===== config.mk =====
export PLATFORM = sky130hd
export DESIGN_NAME = next_pc_unit_flat
export DESIGN_NICKNAME = d
export VERILOG_FILES = /design/src/rtl/next_pc_unit_pkg.sv /design/src/rtl/next_pc_unit_if.sv /design/src/rtl/next_pc_unit_btb.sv /design/src/rtl/next_pc_unit.sv /design/src/flat_wrapper.sv
export SDC_FILE = /design/constraint.sdc
export NUM_CORES = 2
export LEC_CHECK = 0
export ABC_AREA = 1
export CORE_ASPECT_RATIO = 0.5
export CORE_MARGIN = 2
export CORE_UTILIZATION = 40
export DETAILED_ROUTE_END_ITERATION = 10
export PLACE_DENSITY = 0.6
export SLEW_MARGIN = 25
export SYNTH_ARGS = -nofsm -noshare
export SYNTH_HDL_FRONTEND = slang
export SYNTH_HIERARCHICAL = 1
export SYNTH_SLANG_ARGS = --single-unit

===== constraint.sdc =====
create_clock -name CLK -period 6.8 [get_ports CLK]
set_input_delay 1.02 -clock CLK [delete_from_list [all_inputs] [get_ports CLK]]
set_output_delay 1.02 -clock CLK [all_outputs]
set_load 0.005 [all_outputs]

===== src/rtl/next_pc_unit_pkg.sv =====
// Shared types for the fetch next-PC unit: machine word, BTB entry layout, reset defaults.
package next_pc_unit_pkg;

  typedef logic [31:0] word_t;

  localparam word_t RESET_PC_DEFAULT = 32'h0000_0000;
  localparam int    BTB_IDX_DEFAULT  = 6;

  // Tag is held zero-extended to a full word so the layout does not depend on BTB_IDX.
  typedef struct packed {
    logic        valid;
    word_t       tag;
    logic [29:0] target;
  } btb_entry_t;

  function automatic word_t target_to_pc(input logic [29:0] t);
    return {t, 2'b00};
  endfunction

endpackage


===== src/rtl/next_pc_unit_if.sv =====
// Fetch-side and resolve-side signal bundle of the next-PC unit.
interface next_pc_unit_if;
  import next_pc_unit_pkg::*;

  logic  ihit;
  logic  stall;
  logic  pred_fetch;
  word_t pc_fetch;
  logic  fetch_pred_taken;
  word_t fetch_pred_target;

  logic  res_valid;
  word_t res_pc;
  logic  res_taken;
  word_t res_target;
  logic  res_pred_taken;
  word_t res_pred_target;

  logic  flush;
  word_t branch_cnt;
  word_t mispred_cnt;

  modport slave (
    input  ihit, stall, pred_fetch,
    input  res_valid, res_pc, res_taken, res_target, res_pred_taken, res_pred_target,
    output pc_fetch, fetch_pred_taken, fetch_pred_target,
    output flush, branch_cnt, mispred_cnt
  );

  modport master (
    output ihit, stall, pred_fetch,
    output res_valid, res_pc, res_taken, res_target, res_pred_taken, res_pred_target,
    input  pc_fetch, fetch_pred_taken, fetch_pred_target,
    input  flush, branch_cnt, mispred_cnt
  );

endinterface


===== src/rtl/next_pc_unit_btb.sv =====
// Direct-mapped branch target buffer: combinational read, edge write, valid bits cleared by reset.
module btb
  import next_pc_unit_pkg::*;
#(
  parameter int IDX_W = BTB_IDX_DEFAULT,
  parameter int TAG_W = 30 - BTB_IDX_DEFAULT
) (
  input  logic             CLK,
  input  logic             nRST,
  input  logic [IDX_W-1:0] rd_idx,
  output btb_entry_t       rd_entry,
  input  logic             we,
  input  logic [IDX_W-1:0] wr_idx,
  input  logic [TAG_W-1:0] wr_tag,
  input  logic [29:0]      wr_target
);

  localparam int DEPTH = 1 << IDX_W;

  logic [DEPTH-1:0] valid_q;
  logic [TAG_W-1:0] tag_mem [DEPTH];
  logic [29:0]      tgt_mem [DEPTH];

  always_ff @(posedge CLK or negedge nRST) begin
    if (!nRST) begin
      valid_q <= '0;
    end else if (we) begin
      valid_q[wr_idx] <= 1'b1;
    end
  end

  // Tag/target payload needs no reset: it is only trusted behind its valid bit.
  always_ff @(posedge CLK) begin
    if (we) begin
      tag_mem[wr_idx] <= wr_tag;
      tgt_mem[wr_idx] <= wr_target;
    end
  end

  // Read sees the pre-write contents in a same-cycle collision.
  always_comb begin
    rd_entry        = '0;
    rd_entry.valid  = valid_q[rd_idx];
    rd_entry.tag    = word_t'(tag_mem[rd_idx]);
    rd_entry.target = tgt_mem[rd_idx];
  end

endmodule


===== src/rtl/next_pc_unit.sv =====
// Fetch PC register with BTB-based next-PC prediction, mispredict redirect and branch counters.
module next_pc_unit
  import next_pc_unit_pkg::*;
#(
  parameter int    BTB_IDX  = BTB_IDX_DEFAULT,
  parameter word_t RESET_PC = RESET_PC_DEFAULT
) (
  input  logic          CLK,
  input  logic          nRST,
  next_pc_unit_if.slave bus
);

  localparam int TAG_W = 30 - BTB_IDX;

  word_t              pc_q;
  word_t              pc_next;
  word_t              seq_pc;
  word_t              pred_target;
  word_t              redirect_pc;
  word_t              branch_cnt_q;
  word_t              mispred_cnt_q;
  btb_entry_t         rd_entry;
  logic               btb_hit;
  logic               pred_taken;
  logic               mispredict;
  logic               btb_we;
  logic [BTB_IDX-1:0] rd_idx;
  logic [BTB_IDX-1:0] wr_idx;
  logic [TAG_W-1:0]   wr_tag;

  function automatic word_t sat_inc(input word_t v);
    return (v == '1) ? v : v + 32'd1;
  endfunction

  assign rd_idx = pc_q[BTB_IDX+1:2];
  assign wr_idx = bus.res_pc[BTB_IDX+1:2];
  assign wr_tag = bus.res_pc[31:BTB_IDX+2];
  assign btb_we = bus.res_valid && bus.res_taken;

  btb #(
    .IDX_W (BTB_IDX),
    .TAG_W (TAG_W)
  ) u_btb (
    .CLK       (CLK),
    .nRST      (nRST),
    .rd_idx    (rd_idx),
    .rd_entry  (rd_entry),
    .we        (btb_we),
    .wr_idx    (wr_idx),
    .wr_tag    (wr_tag),
    .wr_target (bus.res_target[31:2])
  );

  // Fetch-side prediction
  assign btb_hit     = rd_entry.valid && (rd_entry.tag == word_t'(pc_q[31:BTB_IDX+2]));
  assign pred_taken  = btb_hit && bus.pred_fetch;
  assign seq_pc      = pc_q + 32'd4;
  assign pred_target = pred_taken ? target_to_pc(rd_entry.target) : seq_pc;

  // Resolve-side mispredict detection and redirect
  assign mispredict  = bus.res_valid &&
                       ((bus.res_taken != bus.res_pred_taken) ||
                        (bus.res_taken && (bus.res_target != bus.res_pred_target)));
  assign redirect_pc = bus.res_taken ? bus.res_target : bus.res_pc + 32'd4;

  // A mispredict wins over stall and a missing imem word.
  always_comb begin
    pc_next = pred_target;
    if (mispredict) begin
      pc_next = redirect_pc;
    end else if (bus.stall || !bus.ihit) begin
      pc_next = pc_q;
    end
  end

  always_ff @(posedge CLK or negedge nRST) begin
    if (!nRST) begin
      pc_q <= RESET_PC;
    end else begin
      pc_q <= pc_next;
    end
  end

  always_ff @(posedge CLK or negedge nRST) begin
    if (!nRST) begin
      branch_cnt_q  <= '0;
      mispred_cnt_q <= '0;
    end else begin
      if (bus.res_valid) branch_cnt_q  <= sat_inc(branch_cnt_q);
      if (mispredict)    mispred_cnt_q <= sat_inc(mispred_cnt_q);
    end
  end

  assign bus.pc_fetch          = pc_q;
  assign bus.fetch_pred_taken  = pred_taken;
  assign bus.fetch_pred_target = pred_target;
  assign bus.flush             = mispredict;
  assign bus.branch_cnt        = branch_cnt_q;
  assign bus.mispred_cnt       = mispred_cnt_q;

endmodule


===== src/flat_wrapper.sv =====
// flat-port wrapper written by rule: the top's interface ports become plain ports
module next_pc_unit_flat import next_pc_unit_pkg::*;
#(
  parameter int    BTB_IDX  = BTB_IDX_DEFAULT,
  parameter word_t RESET_PC = RESET_PC_DEFAULT
)
  (CLK, nRST, bus_ihit, bus_stall, bus_pred_fetch, bus_res_valid, bus_res_pc, bus_res_taken, bus_res_target, bus_res_pred_taken, bus_res_pred_target, bus_pc_fetch, bus_fetch_pred_taken, bus_fetch_pred_target, bus_flush, bus_branch_cnt, bus_mispred_cnt);
  next_pc_unit_if bus_i ();
  input  logic CLK;
  input  logic nRST;
  input wire logic [$bits(bus_i.ihit)-1:0] bus_ihit;
  input wire logic [$bits(bus_i.stall)-1:0] bus_stall;
  input wire logic [$bits(bus_i.pred_fetch)-1:0] bus_pred_fetch;
  input wire logic [$bits(bus_i.res_valid)-1:0] bus_res_valid;
  input wire logic [$bits(bus_i.res_pc)-1:0] bus_res_pc;
  input wire logic [$bits(bus_i.res_taken)-1:0] bus_res_taken;
  input wire logic [$bits(bus_i.res_target)-1:0] bus_res_target;
  input wire logic [$bits(bus_i.res_pred_taken)-1:0] bus_res_pred_taken;
  input wire logic [$bits(bus_i.res_pred_target)-1:0] bus_res_pred_target;
  output wire logic [$bits(bus_i.pc_fetch)-1:0] bus_pc_fetch;
  output wire logic [$bits(bus_i.fetch_pred_taken)-1:0] bus_fetch_pred_taken;
  output wire logic [$bits(bus_i.fetch_pred_target)-1:0] bus_fetch_pred_target;
  output wire logic [$bits(bus_i.flush)-1:0] bus_flush;
  output wire logic [$bits(bus_i.branch_cnt)-1:0] bus_branch_cnt;
  output wire logic [$bits(bus_i.mispred_cnt)-1:0] bus_mispred_cnt;
  assign bus_i.ihit = bus_ihit;
  assign bus_i.stall = bus_stall;
  assign bus_i.pred_fetch = bus_pred_fetch;
  assign bus_i.res_valid = bus_res_valid;
  assign bus_i.res_pc = bus_res_pc;
  assign bus_i.res_taken = bus_res_taken;
  assign bus_i.res_target = bus_res_target;
  assign bus_i.res_pred_taken = bus_res_pred_taken;
  assign bus_i.res_pred_target = bus_res_pred_target;
  assign bus_pc_fetch = bus_i.pc_fetch;
  assign bus_fetch_pred_taken = bus_i.fetch_pred_taken;
  assign bus_fetch_pred_target = bus_i.fetch_pred_target;
  assign bus_flush = bus_i.flush;
  assign bus_branch_cnt = bus_i.branch_cnt;
  assign bus_mispred_cnt = bus_i.mispred_cnt;
  next_pc_unit #(.BTB_IDX(BTB_IDX), .RESET_PC(RESET_PC)) u_core (.CLK(CLK), .nRST(nRST), .bus(bus_i));
endmodule

Fig. 1: clock routing
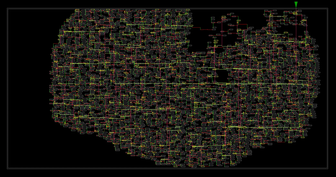
clk sinks: 3616
Latency at later pin: 0.96 ns
Clk. pwr: 19.0 mW

==> results.txt <==
flow finished, numbers: run status completed, Yosys chip area 0.151 sq mm, RSZ-0062 raised after global routing no, DRC Markers 0, Non-clock buffers 658, hold crit path type in2async, CP max FO 33, WL/cell 28.9 um, register area share after synthesis 0.716, Post-DP HPWL 298 mm, registers with the most flip-flops u_core/u_btb/tgt_mem (1920), u_core/u_btb/tag_mem (1536), u_core/u_btb/valid_q (64), peak supply drop 0.226 mV, total core area 0.375 sq mm, Buf/Inv on CP 6, H-tree depth 5, CTS buffer count 341, crit path launch type flop, reg2reg start u_core/bus.pc_fetch[4]$_DFFE_PN0P_, flop share of the area 0.633, clk_buf instances 441, CP dominant cell by count nand2_1, Multi-In Gates 8527, hold_buf cts 0, logic share of the area 0.222, WL met1 213 mm, dominant logic cell type in the layout nand2_1, Max Used Layer met5, Flop area 0.108 sq mm, clock-pin transition on the worst setup and hold timing paths 0.07 ns, CTS max path bufs 4, fin. max-slew vios 0, die area 0.382 sq mm, Top Layout Cells nand2_1 (4495), edfxtp_1 (3456), nand3_1 (3360), initial DRC count 17600, clk cell area share 0.0628, pwr dens 314 mW/mm^2, # Max-Cap Violations 0, ys flop type edfxtp_1, placed cells 18000, worst reg-to-reg path cell count 20, asr flop ratio synth 0.0442, max incr delay on CP 0.67 ns, Post-CTS Resized 0, root buf cell clkbuf_16, layout cells sized above 1 0.0817, Biggest register u_core/u_btb/tgt_mem, Fin Clk Skew 0.0984 ns, flip-flop and latch count 3616, syn avg cell area 11.4 sq um, Leak Pwr 61.5 nW, final setup fails 0, Unique masters post-synth 37, Die W 872 um, initial antenna violation count 46, routed via count 109000, Slew @ Worst Pin 1.22 ns, placer congestion estimate 0.913, CP arrival 5.66 ns, number of flip-flops in the largest register 1920, crit path from u_core/bus.pc_fetch[4]$_DFFE_PN0P_, Fmax achieved 150 MHz, worst-path cell chain inv_8 > buf_12 > buf_4 > nand3_1 > nand3_1 > nand3_1 > nand2_1 > nand2_1 > nand2_1 > inv_1 > nand2_1 > nand2_1 > nor2_1 > nand2_1 > nor2_1 > nand2_1 > nor2_1 > buf_4 > nand2_1 > o21ai_0 > clkdlybuf4s50_1, logic area 0.0378 sq mm, floorplan core density 0.401, DR vias/cell 5.82, setup bufs post-CTS 3, slew margin rel. 0.185, Routed WL 539 mm, pin count of the biggest net entering global routing 182, GRT overflow 0, Initial DRT Pass Iterations 7, CTS tree built, Top delay family on crit path buffers and inverters, met2 WL 229 mm, Reg2Reg Setup Slack 2.21 ns, diodes inserted 16, fillers 33700, inverters 228, global-route wire length before repair 754 mm, Synth Cell Area 0.151 sq mm, Final Instance Count excl. Fillers 18600, number of tapcells 4991, Critical R2R Capture u_core/bus.pc_fetch[2]$_DFFE_PN0P_, EDFF count, synth 3456, CP endpoint bus_fetch_pred_target[5], CP required 5.78 ns, fin crit share 0.983, setup TNS 0 ns, Row Count 159, P&R area growth vs syn 13.1%, vias in the first global route 99700
Fig. 2: pin map
Pins as bars across the die edge, other pins in grey.
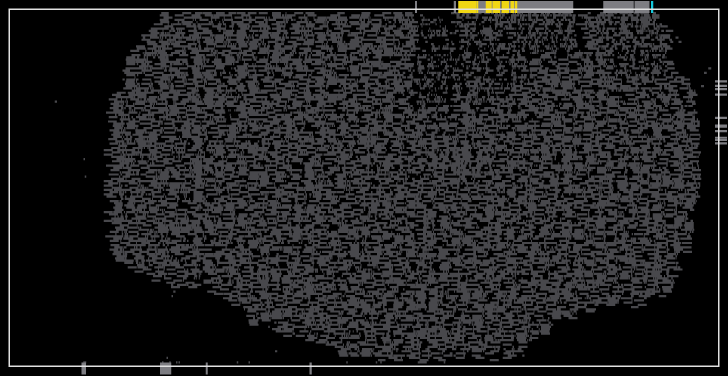
bus_pc_fetch: drawn in yellow, pins 32, direction output, edge top. nRST: drawn in cyan, pins 1, direction input, edge top.
number of port buffers: 233
Die Ht: 438 um

-- synth_stat cells (4+ instances only) --
cell type,n,area share
dfrtp_1,160,0.027
or2_2,64,0.0027
buf_4,97,0.0048
a21oi_1,14,0.00047
clkbuf_1,120,0.0030
ha_1,4,0.00033
xnor2_1,46,0.0027
o21ai_2,9,0.00052
buf_2,458,0.015
nand3_1,3360,0.11
nor3_1,39,0.0013
o21ai_0,42,0.0014
nor2_1,312,0.0078
nand2_1,4500,0.11
nand3b_1,19,0.00095
nand4_1,23,0.00096
inv_2,7,0.00017
buf_1,51,0.0013
nor4_1,4,0.00017
buf_6,81,0.0061
inv_1,218,0.0054
edfxtp_1,3456,0.69
xor2_1,65,0.0038
-- stage by stage --
stage	total power [mW]	area, sq um	util	hold WS [ns]	worst slack [ns]
6_report	53.4	170000	0.454	0.0280	0.116
5_1_grt	55.1	170000	0.454	0.0439	0.00554
4_1_cts	53.3	170000	0.454	0.00291	0.0975
3_5_place_dp	34.6	159000	0.425	0.452	0.668
3_3_place_gp	34.6	159000	0.424	0.451	0.642
2_1_floorplan	30.8	151000	-	0.440	1.96
-- power breakdown --
part | internal (mW) | switching [mW] | leakage (nW)
clock | 10.5 | 8.48 | 5.22
sequential | 24.6 | 0.269 | 33.1
combinational | 2.62 | 6.95 | 23.1
-- kinds of logic after synthesis --
| group | after synthesis | share of synthesized area |
|---|---|---|
| flops | 3616 | 0.716 |
| fa+ha+maj | 4 | 0.000332 |
| xor+xnor | 111 | 0.00646 |
| other cells | 1 | 0.0000249 |
| simple gates | 8336 | 0.238 |
| compound gates | 68 | 0.00251 |
| buf+inv | 1035 | 0.0362 |
-- layer usage --
metal  up-vias  GRT usage
met4        24      0.117
met2      7049      0.397
met1     53800      0.390
met5         -          0
met3      1165     0.0691
li1      46500          -
Power and IR drop assume default switching activity.
